### config.mk
export PLATFORM = sky130hd
export DESIGN_NAME = code_loader
export DESIGN_NICKNAME = d
export VERILOG_FILES = /design/src/rtl/code_loader_pkg.sv /design/src/rtl/code_loader_rx.sv /design/src/rtl/code_loader.sv
export SDC_FILE = /design/constraint.sdc
export NUM_CORES = 1
export LEC_CHECK = 0
export ABC_AREA = 1
export CORE_MARGIN = 2
export CORE_UTILIZATION = 30
export DETAILED_ROUTE_END_ITERATION = 10
export SKIP_LAST_GASP = 1
export SLEW_MARGIN = 10
export SYNTH_ARGS = -nofsm -noshare
export SYNTH_HDL_FRONTEND = slang
export SYNTH_HIERARCHICAL = 1
export SYNTH_SLANG_ARGS = --single-unit
### constraint.sdc
create_clock -name clk -period 2.5 [get_ports clk]
set_input_delay 0.625 -clock clk [delete_from_list [all_inputs] [get_ports clk]]
set_output_delay 0.625 -clock clk [all_outputs]
set_load 0.1 [all_outputs]
### src/rtl/code_loader_pkg.sv
// Shared constants and types for the serial code loader.
// Frame: A5, LEN_H, LEN_L, N x {hi, lo}, CHK (XOR of everything after SYNC).
package code_loader_pkg;

    localparam logic [7:0] LOADER_SYNC          = 8'hA5;
    localparam int         DEFAULT_CLKS_PER_BIT = 868;

    localparam logic [2:0] ST_IDLE   = 3'd0;
    localparam logic [2:0] ST_LEN_H  = 3'd1;
    localparam logic [2:0] ST_LEN_L  = 3'd2;
    localparam logic [2:0] ST_DATA_H = 3'd3;
    localparam logic [2:0] ST_DATA_L = 3'd4;
    localparam logic [2:0] ST_CHK    = 3'd5;
    localparam logic [2:0] ST_RUN    = 3'd6;

    typedef enum logic [2:0] {
        S_IDLE   = ST_IDLE,
        S_LEN_H  = ST_LEN_H,
        S_LEN_L  = ST_LEN_L,
        S_DATA_H = ST_DATA_H,
        S_DATA_L = ST_DATA_L,
        S_CHK    = ST_CHK,
        S_RUN    = ST_RUN
    } loader_state_t;

    typedef enum logic [1:0] {
        RX_IDLE,
        RX_START,
        RX_DATA,
        RX_STOP
    } rx_state_t;

    // A word count is usable only if it is non-zero and fits the code memory.
    function automatic logic len_ok(input logic [15:0] n, input int addr_w);
        return (n != 16'd0) && (32'(n) <= (32'd1 << addr_w));
    endfunction

endpackage

### src/rtl/code_loader_rx.sv
// 8N1 UART byte receiver: 2-flop synchronizer, mid-bit sampling, glitch rejection,
// one-cycle byte_valid / frame_err pulses.
module uart_rx_byte
    import code_loader_pkg::*;
#(
    parameter int CLKS_PER_BIT = DEFAULT_CLKS_PER_BIT
) (
    input  logic       clk,
    input  logic       rst,
    input  logic       uart_rx,
    output logic       byte_valid,
    output logic [7:0] rx_byte,
    output logic       frame_err
);

    localparam int               CNT_W    = $clog2(CLKS_PER_BIT);
    localparam logic [CNT_W-1:0] FULL_CNT = CNT_W'(CLKS_PER_BIT - 1);
    localparam logic [CNT_W-1:0] HALF_CNT = CNT_W'(CLKS_PER_BIT / 2 - 1);

    rx_state_t        state;
    logic             rx_meta;
    logic             rx_sync;
    logic             rx_prev;
    logic [CNT_W-1:0] cnt;
    logic [2:0]       bit_idx;
    logic [7:0]       shift;

    always_ff @(posedge clk or negedge rst) begin
        if (!rst) begin
            // NOTE: synchronizer flops reset to the idle-high line level so leaving reset never looks like a start bit.
            rx_meta    <= 1'b1;
            rx_sync    <= 1'b1;
            rx_prev    <= 1'b1;
            state      <= RX_IDLE;
            cnt        <= '0;
            bit_idx    <= '0;
            shift      <= '0;
            rx_byte    <= '0;
            byte_valid <= 1'b0;
            frame_err  <= 1'b0;
        end else begin
            rx_meta    <= uart_rx;
            rx_sync    <= rx_meta;
            rx_prev    <= rx_sync;
            byte_valid <= 1'b0;
            frame_err  <= 1'b0;
            unique case (state)
                RX_IDLE: begin
                    if (rx_prev && !rx_sync) begin
                        state <= RX_START;
                        cnt   <= '0;
                    end
                end
                RX_START: begin
                    // Start bit must still be low at mid-bit, otherwise it was a glitch.
                    if (cnt == HALF_CNT) begin
                        cnt     <= '0;
                        bit_idx <= '0;
                        state   <= rx_sync ? RX_IDLE : RX_DATA;
                    end else begin
                        cnt <= cnt + 1'b1;
                    end
                end
                RX_DATA: begin
                    if (cnt == FULL_CNT) begin
                        cnt   <= '0;
                        shift <= {rx_sync, shift[7:1]};
                        if (bit_idx == 3'd7) begin
                            state <= RX_STOP;
                        end else begin
                            bit_idx <= bit_idx + 1'b1;
                        end
                    end else begin
                        cnt <= cnt + 1'b1;
                    end
                end
                RX_STOP: begin
                    if (cnt == FULL_CNT) begin
                        cnt   <= '0;
                        state <= RX_IDLE;
                        if (rx_sync) begin
                            byte_valid <= 1'b1;
                            rx_byte    <= shift;
                        end else begin
                            frame_err <= 1'b1;
                        end
                    end else begin
                        cnt <= cnt + 1'b1;
                    end
                end
                default: state <= RX_IDLE;
            endcase
        end
    end

endmodule

### src/rtl/code_loader.sv
// Boot loader: parses UART frames into code-memory writes, verifies the XOR
// checksum, then raises run. A SYNC byte while running starts a reload.
module code_loader
    import code_loader_pkg::*;
#(
    parameter int CLKS_PER_BIT = DEFAULT_CLKS_PER_BIT,
    parameter int ADDR_W       = 9,
    parameter int WORD_W       = 16
) (
    input  logic              clk,
    input  logic              rst,
    input  logic              uart_rx,
    output logic              code_w_en,
    output logic [ADDR_W-1:0] code_addr,
    output logic [WORD_W-1:0] code_data,
    output logic              run,
    output logic              busy,
    output logic              load_err
);

    logic          byte_valid;
    logic [7:0]    rx_byte;
    logic          frame_err;

    loader_state_t state;
    logic [7:0]    len_h;
    logic [7:0]    hi_byte;
    logic [7:0]    chk;
    logic [ADDR_W:0] n_words;
    logic [ADDR_W:0] addr;
    logic [ADDR_W:0] addr_next;
    logic [15:0]   len_word;

    assign len_word  = {len_h, rx_byte};
    assign addr_next = addr + 1'b1;

    uart_rx_byte #(
        .CLKS_PER_BIT (CLKS_PER_BIT)
    ) u_rx (
        .clk        (clk),
        .rst        (rst),
        .uart_rx    (uart_rx),
        .byte_valid (byte_valid),
        .rx_byte    (rx_byte),
        .frame_err  (frame_err)
    );

    always_ff @(posedge clk or negedge rst) begin
        if (!rst) begin
            state     <= S_IDLE;
            len_h     <= '0;
            hi_byte   <= '0;
            chk       <= '0;
            n_words   <= '0;
            addr      <= '0;
            code_w_en <= 1'b0;
            code_addr <= '0;
            code_data <= '0;
            run       <= 1'b0;
            busy      <= 1'b0;
            load_err  <= 1'b0;
        end else begin
            code_w_en <= 1'b0;
            unique case (state)
                S_IDLE, S_RUN: begin
                    if (byte_valid && rx_byte == LOADER_SYNC) begin
                        state    <= S_LEN_H;
                        run      <= 1'b0;
                        busy     <= 1'b1;
                        load_err <= 1'b0;
                        addr     <= '0;
                        chk      <= '0;
                    end
                end
                S_LEN_H: begin
                    if (byte_valid) begin
                        len_h <= rx_byte;
                        chk   <= chk ^ rx_byte;
                        state <= S_LEN_L;
                    end
                end
                S_LEN_L: begin
                    if (byte_valid) begin
                        chk <= chk ^ rx_byte;
                        if (len_ok(len_word, ADDR_W)) begin
                            n_words <= len_word[ADDR_W:0];
                            state   <= S_DATA_H;
                        end else begin
                            load_err <= 1'b1;
                            busy     <= 1'b0;
                            state    <= S_IDLE;
                        end
                    end
                end
                S_DATA_H: begin
                    if (byte_valid) begin
                        hi_byte <= rx_byte;
                        chk     <= chk ^ rx_byte;
                        state   <= S_DATA_L;
                    end
                end
                S_DATA_L: begin
                    if (byte_valid) begin
                        code_w_en <= 1'b1;
                        code_addr <= addr[ADDR_W-1:0];
                        code_data <= WORD_W'({hi_byte, rx_byte});
                        chk       <= chk ^ rx_byte;
                        addr      <= addr_next;
                        state     <= (addr_next == n_words) ? S_CHK : S_DATA_H;
                    end
                end
                S_CHK: begin
                    if (byte_valid) begin
                        busy <= 1'b0;
                        if (rx_byte == chk) begin
                            run   <= 1'b1;
                            state <= S_RUN;
                        end else begin
                            load_err <= 1'b1;
                            state    <= S_IDLE;
                        end
                    end
                end
                default: state <= S_IDLE;
            endcase
            // A broken byte mid-frame aborts the load; words already written stay in memory.
            if (frame_err && state != S_IDLE && state != S_RUN) begin
                load_err <= 1'b1;
                busy     <= 1'b0;
                state    <= S_IDLE;
            end
        end
    end

endmodule

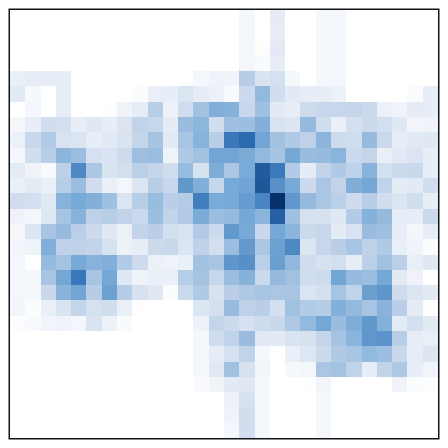
(images/wire_density.png)
The die is cut into 28 by 28 equal tiles; white is low, dark blue is high, scaled to the fullest tile. Values are wire area over tile area, all layers added.
emptiest ninth of the die	bottom left
fullest tile	0.55
mean over tiles	0.092
tiles over half the peak	5.6%
densest ninth of the die	middle
nearly empty tiles	34%
average routed wire per standard cell: 12.6 µm
Detailed Route WL: 11,200 µm

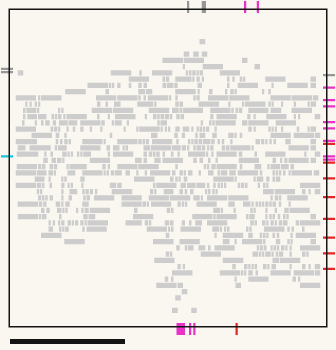
(images/pins.png)
The bar under the picture is 50 µm long. Pins as bars across the die edge, other pins in grey.
colour	port	pins	direction	edge
red	code_addr	9	output	8 right, 1 bottom
magenta	code_data	16	output	8 right, 6 bottom, 2 top
cyan	uart_rx	1	input	left
all pins by edge	17 right, 7 bottom, 5 top, 3 left
PortBufs: 31
vertical extent of the die: 138 µm
Die W: 138 µm

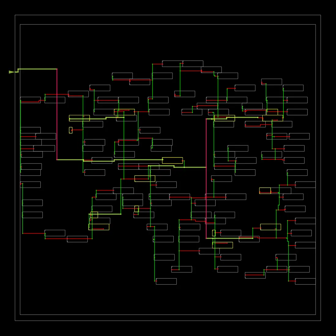
(images/final_clocks.png)
reported clock group power: 1.35 mW
Num CTS Buffers: 9
Layout clock buffers: 13

==> impl_metrics.xml <==
<?xml version="1.0" encoding="UTF-8"?>
<metrics>
  <group name="clocking">
    <metric name="postCtsHoldBufs" unit="">0</metric>
    <metric name="cts_sinks" unit="">112</metric>
    <metric name="clk_root_buffer_cell" unit="">clkbuf_16</metric>
    <metric name="cts_tree" unit="">built</metric>
    <metric name="postCtsSetupRepairBufs" unit="">0</metric>
    <metric name="cts_resized" unit="">0</metric>
    <metric name="clk_path_buf_depth" unit="">2</metric>
  </group>
  <group name="run">
    <metric name="max_cap_violations" unit="">0</metric>
  </group>
  <group name="floorplan">
    <metric name="num_rows" unit="">48</metric>
    <metric name="floorplan.initialDensity" unit="%">30.8</metric>
  </group>
  <group name="final_layout">
    <metric name="n_antenna_cell" unit="">0</metric>
    <metric name="layout_top_cells_excl_fill_tap" unit="">nand2_1, dfrtp_1, inv_1</metric>
    <metric name="non_clock_buffer_count" unit="">35</metric>
    <metric name="largest_register_ffs" unit="">16</metric>
    <metric name="flop_area" unit="mm²">0.00281</metric>
    <metric name="comb_cell_area" unit="mm²">0.00222</metric>
    <metric name="finish.utilization" unit="%">35.3</metric>
    <metric name="dominant-cell-class" unit="">flip-flops and latches</metric>
    <metric name="sh_seq_area" unit="%">45.8</metric>
    <metric name="areaGrowthSynthToFinish" unit="%">14.5</metric>
    <metric name="inverters_non_clock" unit="">68</metric>
  </group>
  <group name="global_routing">
    <metric name="first_global_vias" unit="">3771</metric>
    <metric name="grt_first_pass_wirelength" unit="µm">18900</metric>
    <metric name="grt_max_degree" unit="">49</metric>
    <metric name="overflow" unit="">0</metric>
    <metric name="groute.layer.met2.usage" unit="%">20.8</metric>
    <metric name="grt_use_met1" unit="%">16.6</metric>
    <metric name="grt.busiest_layer" unit="">met2</metric>
    <metric name="grt_antenna_before_repair" unit="">0</metric>
  </group>
  <group name="detailed_routing">
    <metric name="drtAntennaViolNets" unit="">0</metric>
    <metric name="topRoutingLayerUsed" unit="">met4</metric>
    <metric name="route.detailed.drc" unit="">0</metric>
    <metric name="dr_total_vias" unit="">4067</metric>
  </group>
  <group name="setup_path">
    <metric name="crit_path_end_kind" unit="">flop</metric>
    <metric name="critical_path_fanouts_max" unit="">5</metric>
    <metric name="cp_cell_sequence" unit="">ha_1, nand2_1, inv_1, nand2_1, o21ai_2, nand2_1, nand2_1, nand3_1, nor2_1, nand2_1, nand2_1, nand2_1, nand2_1, nand2_1</metric>
    <metric name="r2r-start" unit="">addr[0]</metric>
    <metric name="cp.arrival" unit="ps">2140</metric>
    <metric name="critPathSlowestCell" unit="">dfrtp_1</metric>
    <metric name="r2r_end" unit="">state[1]</metric>
    <metric name="worstSetupPathDepth" unit="">14</metric>
    <metric name="maximum_cell_stage_delay_along_the_critical_path" unit="ps">460</metric>
    <metric name="crit_buf_inv" unit="">1</metric>
    <metric name="start_kind" unit="">flop</metric>
    <metric name="r2r_setup_slack" unit="ps">610</metric>
  </group>
  <group name="final_timing">
    <metric name="grt_setup_unrepaired" unit="">no</metric>
    <metric name="holdWs" unit="ps">218</metric>
    <metric name="relSlewSlack" unit="%">66.6</metric>
    <metric name="setup-violations-final" unit="">0</metric>
    <metric name="final_min_period_over_clock_period" unit="%">75.7</metric>
    <metric name="maxClockFrequency" unit="MHz">528</metric>
    <metric name="worst_clock_skew" unit="ps">7.55</metric>
    <metric name="layout_setup_ws" unit="ps">606</metric>
  </group>
  <group name="synthesis">
    <metric name="largest_cells_by_area_after_synthesis" unit="">dfrtp_1, nand2_1, o21ai_0</metric>
    <metric name="synth-xor-area-share" unit="%">1.80</metric>
    <metric name="simple_gate_share" unit="%">27.0</metric>
    <metric name="postSynth.asyncResetShare" unit="%">100</metric>
    <metric name="post_synth_instance_area" unit="mm²">0.00535</metric>
    <metric name="post_synth_fa_ha_maj_area_fraction" unit="%">1.17</metric>
    <metric name="synth_dominant_cell_count" unit="">nand2_1</metric>
    <metric name="netlist-cell-type-count" unit="">37</metric>
    <metric name="ys.flop_type" unit="">dfrtp_1</metric>
    <metric name="syn_nets" unit="">632</metric>
    <metric name="yosys-stat-cells" unit="">624</metric>
    <metric name="numSynthFlops" unit="">112</metric>
    <metric name="top_logic_kind" unit="">simple AND/OR/NAND/NOR gates</metric>
    <metric name="synthAoiAreaFrac" unit="%">11.5</metric>
  </group>
  <group name="pwr">
    <metric name="sequentialPowerShare" unit="%">51.6</metric>
    <metric name="p_int" unit="mW">2.75</metric>
    <metric name="comb_power" unit="mW">0.477</metric>
    <metric name="total_leakage_power" unit="nW">3.01</metric>
    <metric name="sequentialPower" unit="mW">1.95</metric>
  </group>
  <group name="placed_design">
    <metric name="number_of_cells_in_the_design_after_placement" unit="">873</metric>
    <metric name="placedInstanceArea" unit="mm²">0.00585</metric>
  </group>
  <group name="run_status">
    <metric name="run_status" unit="">complete, no violations</metric>
  </group>
</metrics>
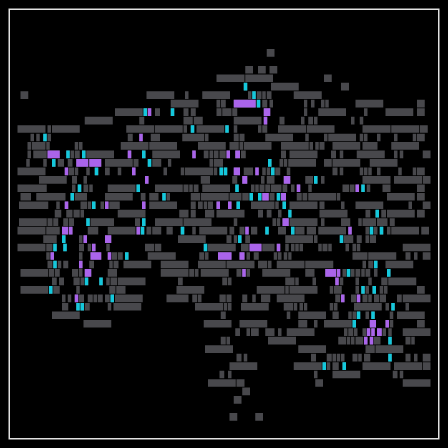
(images/gate_families.png)
colour	family	cells	most used
cyan	inverters	68	inv_1
purple	NOR gates	60	nor2_1
Non-Filler Instances: 888
most instantiated logic cell after routing: nand2_1
multi-input gate share of the layout cell area: 36.2%

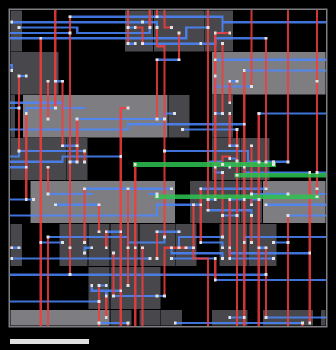
(images/zoom.png)
The bar under the picture is 5 µm long. Region (59, 86) to (79, 106) µm. Cells in grey, sequential cells in the stronger grey; small squares are vias.
colour	layer
red	met2
green	met3
blue	met1
most frequent	nand2_1 (5), nand3_1 (4)
netlist names of flops here include	chk (2), u_rx/rx_byte (1)
sequential cells in the window	3
cells with their middle in the window	24

Power and IR drop assume default switching activity.
